<file path="config.mk">
export PLATFORM = sky130hd
export DESIGN_NAME = serial_addsub_flat
export DESIGN_NICKNAME = d
export VERILOG_FILES = /design/src/rtl/serial_addsub_if.sv /design/src/rtl/serial_addsub.sv /design/src/flat_wrapper.sv
export SDC_FILE = /design/constraint.sdc
export NUM_CORES = 1
export LEC_CHECK = 0
export ABC_CLOCK_PERIOD_IN_PS = 1200
export CORE_UTILIZATION = 49
export CTS_BUF_LIST = sky130_fd_sc_hd__clkbuf_4 sky130_fd_sc_hd__clkbuf_8
export DETAILED_ROUTE_END_ITERATION = 10
export PLACE_DENSITY = 0.78
export SETUP_SLACK_MARGIN = 0.3
export SLEW_MARGIN = 20
export SYNTH_ARGS = -nofsm -noshare
export SYNTH_HDL_FRONTEND = slang
export SYNTH_SLANG_ARGS = --single-unit
</file>
<file path="constraint.sdc">
create_clock -name clk -period 1.2 [get_ports clk]
set_input_delay 0.12 -clock clk [delete_from_list [all_inputs] [get_ports clk]]
set_output_delay 0.12 -clock clk [all_outputs]
set_load 0.01 [all_outputs]
</file>
<file path="src/rtl/serial_addsub_if.sv">
`default_nettype none
// ============================================================================
// serial_addsub_if : operand/result bundle for the bit-serial add/sub unit
// Rev 1.0
// ============================================================================
interface serial_addsub_if #(
   parameter int WIDTH = 8
);
   logic             start;
   logic [WIDTH-1:0] Data0;
   logic [WIDTH-1:0] Data1;
   logic             mode;
   logic             busy;
   logic             done;
   logic [WIDTH-1:0] final_sum;
   logic             final_carry_out;
   logic             overflow;

   modport master (
      output start, Data0, Data1, mode,
      input  busy, done, final_sum, final_carry_out, overflow
   );

   modport slave (
      input  start, Data0, Data1, mode,
      output busy, done, final_sum, final_carry_out, overflow
   );
endinterface
`default_nettype wire

</file>
<file path="src/rtl/serial_addsub.sv">
`default_nettype none
// ============================================================================
// serial_addsub : bit-serial two's-complement adder/subtractor, LSB first
// Rev 1.0
// ============================================================================
module serial_addsub #(
   parameter int WIDTH = 8,
   parameter int CW    = 4
) (
   input  logic          clk,
   input  logic          rst,
   serial_addsub_if.slave bus
);
   typedef enum logic [1:0] {
      S_IDLE = 2'd0,
      S_RUN  = 2'd1,
      S_DONE = 2'd2
   } state_t;

   localparam logic [CW-1:0] c_last = CW'(WIDTH - 1);
   localparam logic [CW-1:0] c_one  = CW'(1);

   state_t           r_state;
   state_t           w_next_state;
   logic [WIDTH-1:0] r_a;
   logic [WIDTH-1:0] r_b;
   logic [WIDTH-2:0] r_sum;
   logic [WIDTH-2:0] w_sum_next;
   logic             r_carry;
   logic [CW-1:0]    r_cnt;
   logic [WIDTH-1:0] r_final_sum;
   logic             r_final_carry;
   logic             r_overflow;
   logic             w_accept;
   logic             w_last;
   logic             w_s;
   logic             w_cout;

   assign w_accept = bus.start && ((r_state == S_IDLE) || (r_state == S_DONE));
   assign w_last   = (r_state == S_RUN) && (r_cnt == c_last);

   assign w_s    = r_a[0] ^ r_b[0] ^ r_carry;
   assign w_cout = (r_a[0] & r_b[0]) | (r_a[0] & r_carry) | (r_b[0] & r_carry);

   // New bits enter at the top of the partial-sum register and drift down.
   generate
      if (WIDTH > 2) begin : g_sum_wide
         assign w_sum_next = {w_s, r_sum[WIDTH-2:1]};
      end else begin : g_sum_narrow
         assign w_sum_next = w_s;
      end
   endgenerate

   always_ff @(posedge clk or posedge rst) begin
      if (rst) begin
         r_state <= S_IDLE;
      end else begin
         r_state <= w_next_state;
      end
   end

   always_comb begin
      w_next_state = r_state;
      case (r_state)
         S_IDLE:  if (bus.start) w_next_state = S_RUN;
         S_RUN:   if (w_last)    w_next_state = S_DONE;
         S_DONE:  w_next_state = bus.start ? S_RUN : S_IDLE;
         default: w_next_state = S_IDLE;
      endcase
   end

   always_ff @(posedge clk or posedge rst) begin
      if (rst) begin
         r_a           <= '0;
         r_b           <= '0;
         r_sum         <= '0;
         r_carry       <= 1'b0;
         r_cnt         <= '0;
         r_final_sum   <= '0;
         r_final_carry <= 1'b0;
         r_overflow    <= 1'b0;
      end else if (w_accept) begin
         // Subtraction is A + ~B + 1: invert B and seed the carry.
         r_a     <= bus.Data0;
         r_b     <= bus.mode ? bus.Data1 : ~bus.Data1;
         r_carry <= ~bus.mode;
         r_cnt   <= '0;
      end else if (r_state == S_RUN) begin
         r_a     <= r_a >> 1;
         r_b     <= r_b >> 1;
         r_sum   <= w_sum_next;
         r_carry <= w_cout;
         r_cnt   <= r_cnt + c_one;
         if (w_last) begin
            // r_carry still holds the carry into the MSB on this edge.
            r_final_sum   <= {w_s, r_sum};
            r_final_carry <= w_cout;
            r_overflow    <= r_carry ^ w_cout;
         end
      end
   end

   assign bus.busy            = (r_state == S_RUN);
   assign bus.done            = (r_state == S_DONE);
   assign bus.final_sum       = r_final_sum;
   assign bus.final_carry_out = r_final_carry;
   assign bus.overflow        = r_overflow;
endmodule
`default_nettype wire

</file>
<file path="src/flat_wrapper.sv">
// flat-port wrapper written by rule: the top's interface ports become plain ports
module serial_addsub_flat 
#(
   parameter int WIDTH = 8,
   parameter int CW    = 4
)
  (clk, rst, bus_start, bus_Data0, bus_Data1, bus_mode, bus_busy, bus_done, bus_final_sum, bus_final_carry_out, bus_overflow);
  serial_addsub_if #(.WIDTH(WIDTH)) bus_i ();
  input  logic clk;
  input  logic rst;
  input wire logic [$bits(bus_i.start)-1:0] bus_start;
  input wire logic [$bits(bus_i.Data0)-1:0] bus_Data0;
  input wire logic [$bits(bus_i.Data1)-1:0] bus_Data1;
  input wire logic [$bits(bus_i.mode)-1:0] bus_mode;
  output wire logic [$bits(bus_i.busy)-1:0] bus_busy;
  output wire logic [$bits(bus_i.done)-1:0] bus_done;
  output wire logic [$bits(bus_i.final_sum)-1:0] bus_final_sum;
  output wire logic [$bits(bus_i.final_carry_out)-1:0] bus_final_carry_out;
  output wire logic [$bits(bus_i.overflow)-1:0] bus_overflow;
  assign bus_i.start = bus_start;
  assign bus_i.Data0 = bus_Data0;
  assign bus_i.Data1 = bus_Data1;
  assign bus_i.mode = bus_mode;
  assign bus_busy = bus_i.busy;
  assign bus_done = bus_i.done;
  assign bus_final_sum = bus_i.final_sum;
  assign bus_final_carry_out = bus_i.final_carry_out;
  assign bus_overflow = bus_i.overflow;
  serial_addsub #(.WIDTH(WIDTH), .CW(CW)) u_core (.clk(clk), .rst(rst), .bus(bus_i));
endmodule
</file>
Figure 1. M3 wires (run 1).
The bar under the picture is 20 microns long.
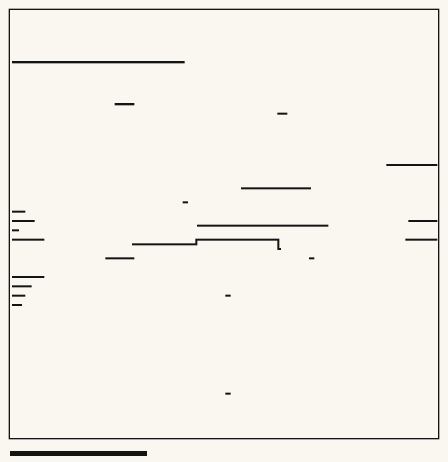
wire length on this layer: 120 microns
share of all routed wire: 3.0%
longest straight run: 24.8 microns

Figure 2. Drive-strength map (run 1).
The bar under the picture is 20 microns long.
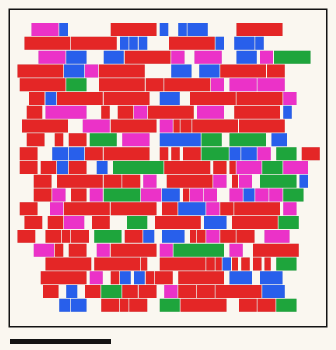
[drive 3 to 4] magenta | cells: 42 | share: 20%
[drive 1 or less] red | cells: 107 | share: 50%
[drive 2] blue | cells: 43 | share: 20%
[drive 6 and up] green | cells: 20 | share: 9.4%

==> highlights.md, run 1 <==
• status: complete, but fails checks
• violations in the final reports: negative setup slack
• setup slack of the worst register-to-register path: -0.20 ns
• Slew @ Worst Pin: 0.292 ns
• average wire per cell in the routed design: 15.6 microns
• Detailed Route WL: 4020 microns
• 1st-iter DRT viols: 38
• biggest fanout along the worst timing path: 11
• final number of setup-violating endpoints: 35
• combined area of all synthesized cells: 1780 sq um
• most common flop cell mapped by yosys: sky130_fd_sc_hd__dfrtp_1
• main combinational cell family by area after synthesis: multiplexers
• register share of the cell area: 37.3%
• Met3 Routed Length: 120 microns
• setup ws final: -0.200 ns
• final critical path time including I/O delays and setup: 1.40 ns
• instance count after placement with tap cells included: 235
• area growth from synthesis to layout: 50.3%
• worst endpoint data arrival time: 1.64 ns
• Combinational Area: 871 sq um
• Clock transition at path regs: 0.12 ns
• sort of element at the start of the critical path: flip-flop
• clock tree from TritonCTS: done
• cell internal pwr: 0.00422 W
• share of final-layout standard cells stronger than drive strength 1: 49.5%
• mean number of vias per cell: 5.19
• residual overflow from global routing: 0
• Yosys Warn Count: 0
• part of the power in the clock network: 9.9%
• max-slew violations: 0
• placer congestion estimate: 0.715
• highest-utilization routing layer at the global route stage: met2
• met3 usage: 4.41%
• fraction of power consumed by combinational cells: 53.8%
• hold_buf cts: 0
• power per cell area: 2410 nW/um^2
• series of cell instances along the critical path: ha_2, nand3b_1, nor2_2, buf_12, mux2_2
• CTS H-Tree Depth: 2
• cell chosen for the clock root: sky130_fd_sc_hd__clkbuf_4
• total power of the final layout: 0.00646 W
• yosys simple share: 9.19%
• logic gate fraction of the total cell area: 32.5%
Figure 3. Placed standard cells (run 1).
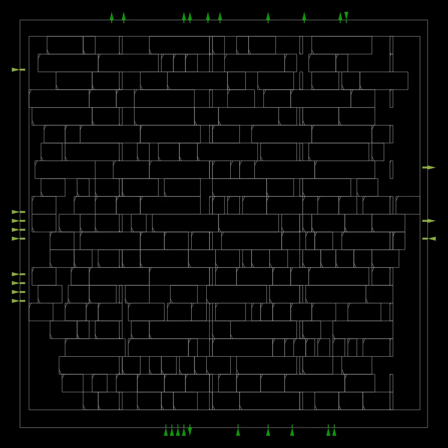
number of sequential cells: 40
standard cell core area: 3420 sq um
number of non-filler instances in the completed layout: 258
filler instances: 210

run 1: power by group through the flow:
stage	Combinational (W)	Sequential (W)	Clock (W)
floorplan	0.00179	0.00236	0
global placement	0.00273	0.00233	0
detailed placement	0.00283	0.00237	0
CTS	0.00320	0.00232	0.000664
global route	0.00372	0.00241	0.000713
finish	0.00348	0.00234	0.000642
run 1: per-stage QoR:
stage / worst slack, ns / instance area, sq um / util, %
floorplan: -0.130 / 1890 / -
global placement: -0.130 / 2380 / 69.7
detailed placement: -0.196 / 2380 / 69.7
CTS: -0.210 / 2590 / 75.9
global route: -0.249 / 2680 / 78.5
finish: -0.200 / 2680 / 78.5
run 1: timing repair:
item | in CTS | in global routing
cloned | 3 | 0
endpoints found under the setup margin | 52 | 52
gates resized | 75 | 16
pin swaps | 11 | 3
buffers inserted | 10 | 3
Figure 4. Wiring by layer (run 1).
The bar under the picture is 20 microns long.
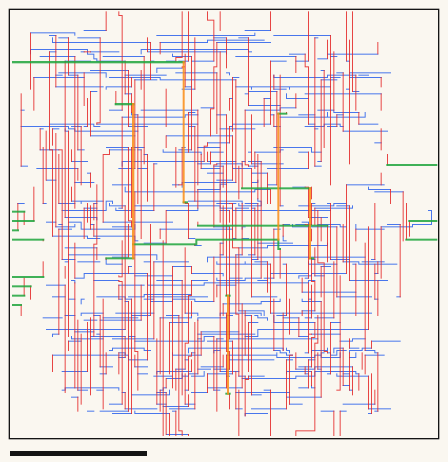

==> inputs of run 2 (changes only) <==
--- a/config.mk
+++ b/config.mk
@@ -6,6 +6,7 @@
 export NUM_CORES = 1
 export LEC_CHECK = 0
 export ABC_CLOCK_PERIOD_IN_PS = 1200
+export CORE_ASPECT_RATIO = 2
 export CORE_UTILIZATION = 49
 export CTS_BUF_LIST = sky130_fd_sc_hd__clkbuf_4 sky130_fd_sc_hd__clkbuf_8
 export DETAILED_ROUTE_END_ITERATION = 10
Figure 5. Wiring by layer (run 2).
The bar under the picture is 10 microns long.
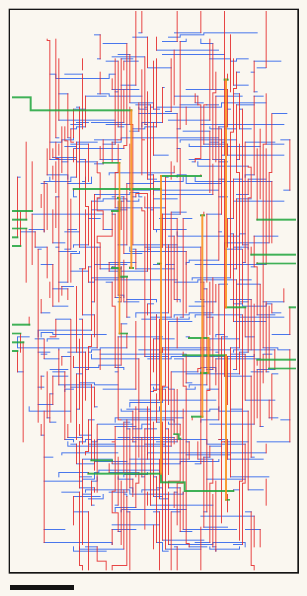
[met1] blue | wire length: 1610 microns
[met3] green | wire length: 142 microns
[met4] orange | wire length: 192 microns
[met2] red | wire length: 2820 microns

==> run 2 against run 1 <==
  * The run still ends with negative setup slack left
  * Die area grew 0.39%
  * Synthesized area is the same
  * Via count grew 4.9%
  * Highest routed layer unchanged
==> highlights.md, run 2 <==
• instance count after placement with tap cells included: 237
• series of cell instances along the critical path: nand2b_4, nor2_2, buf_12, mux2_2
• cell internal pwr: 0.00461 W
• number of non-filler instances in the completed layout: 266
• most common flop cell mapped by yosys: sky130_fd_sc_hd__dfrtp_1
• hold_buf cts: 0
• cell chosen for the clock root: sky130_fd_sc_hd__clkbuf_8
• number of sequential cells: 40
• CTS H-Tree Depth: 2
• final number of setup-violating endpoints: 41
• power per cell area: 2550 nW/um^2
• fraction of power consumed by combinational cells: 53.5%
• status: complete, but fails checks
• placer congestion estimate: 0.808
• Combinational Area: 841 sq um
• setup ws final: -0.278 ns
• biggest fanout along the worst timing path: 11
• share of the core filled with cells: 81.3%
• yosys simple share: 9.19%
• met3 usage: 6.02%
• max-slew violations: 0
• average wire per cell in the routed design: 17.9 microns
• area growth from synthesis to layout: 55.7%
• clock tree from TritonCTS: done
• Clock transition at path regs: 0.08 ns
• 1st-iter DRT viols: 31
• combined area of all synthesized cells: 1780 sq um
• main combinational cell family by area after synthesis: multiplexers
• violations in the final reports: negative setup slack
• standard cell core area: 3420 sq um
Figure 6. M4 wires (run 2).
Supply wires on this layer in grey. Cells faint in the background.
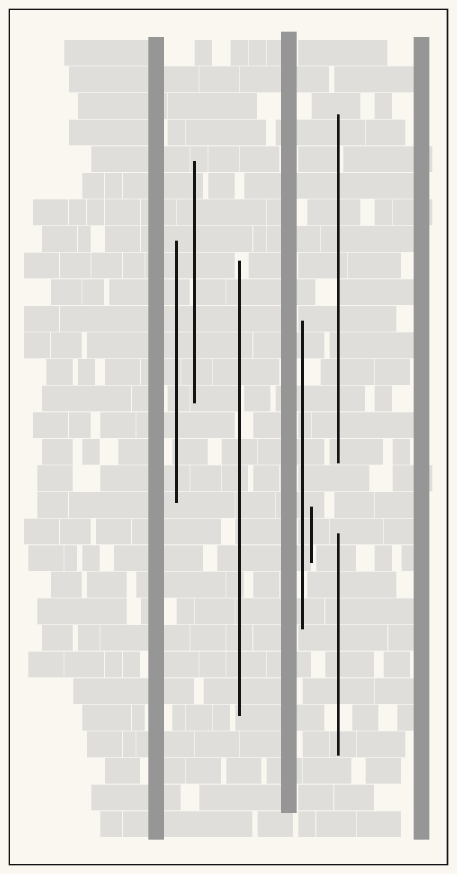
share of all routed wire: 4.0%
nets with wire on the layer: 7
wire length on this layer: 192 microns

-- run 2: cell count changes in the layout (fill, tap and decap cells not counted), sizes merged --
cell,previous run,this run
buf,49,54
clkinv,1,3
clkinvlp,2,1
-- run 2: what timing repair did --
item	CTS	global route
resized	82	7
buffers inserted	12	4
setup endpoints to repair	52	52
gates cloned	5	0
pin swaps	9	1
-- run 2: per-stage QoR --
step | setup WS, ns | area [sq um] | hold WS [ns]
3_3_place_gp | -0.121 | 2400 | 0.437
3_5_place_dp | -0.214 | 2400 | 0.439
4_1_cts | -0.235 | 2720 | 0.110
6_report | -0.278 | 2780 | 0.117
2_1_floorplan | -0.130 | 1890 | 0.0988
5_1_grt | -0.315 | 2780 | 0.135
Power and IR drop assume default switching activity.
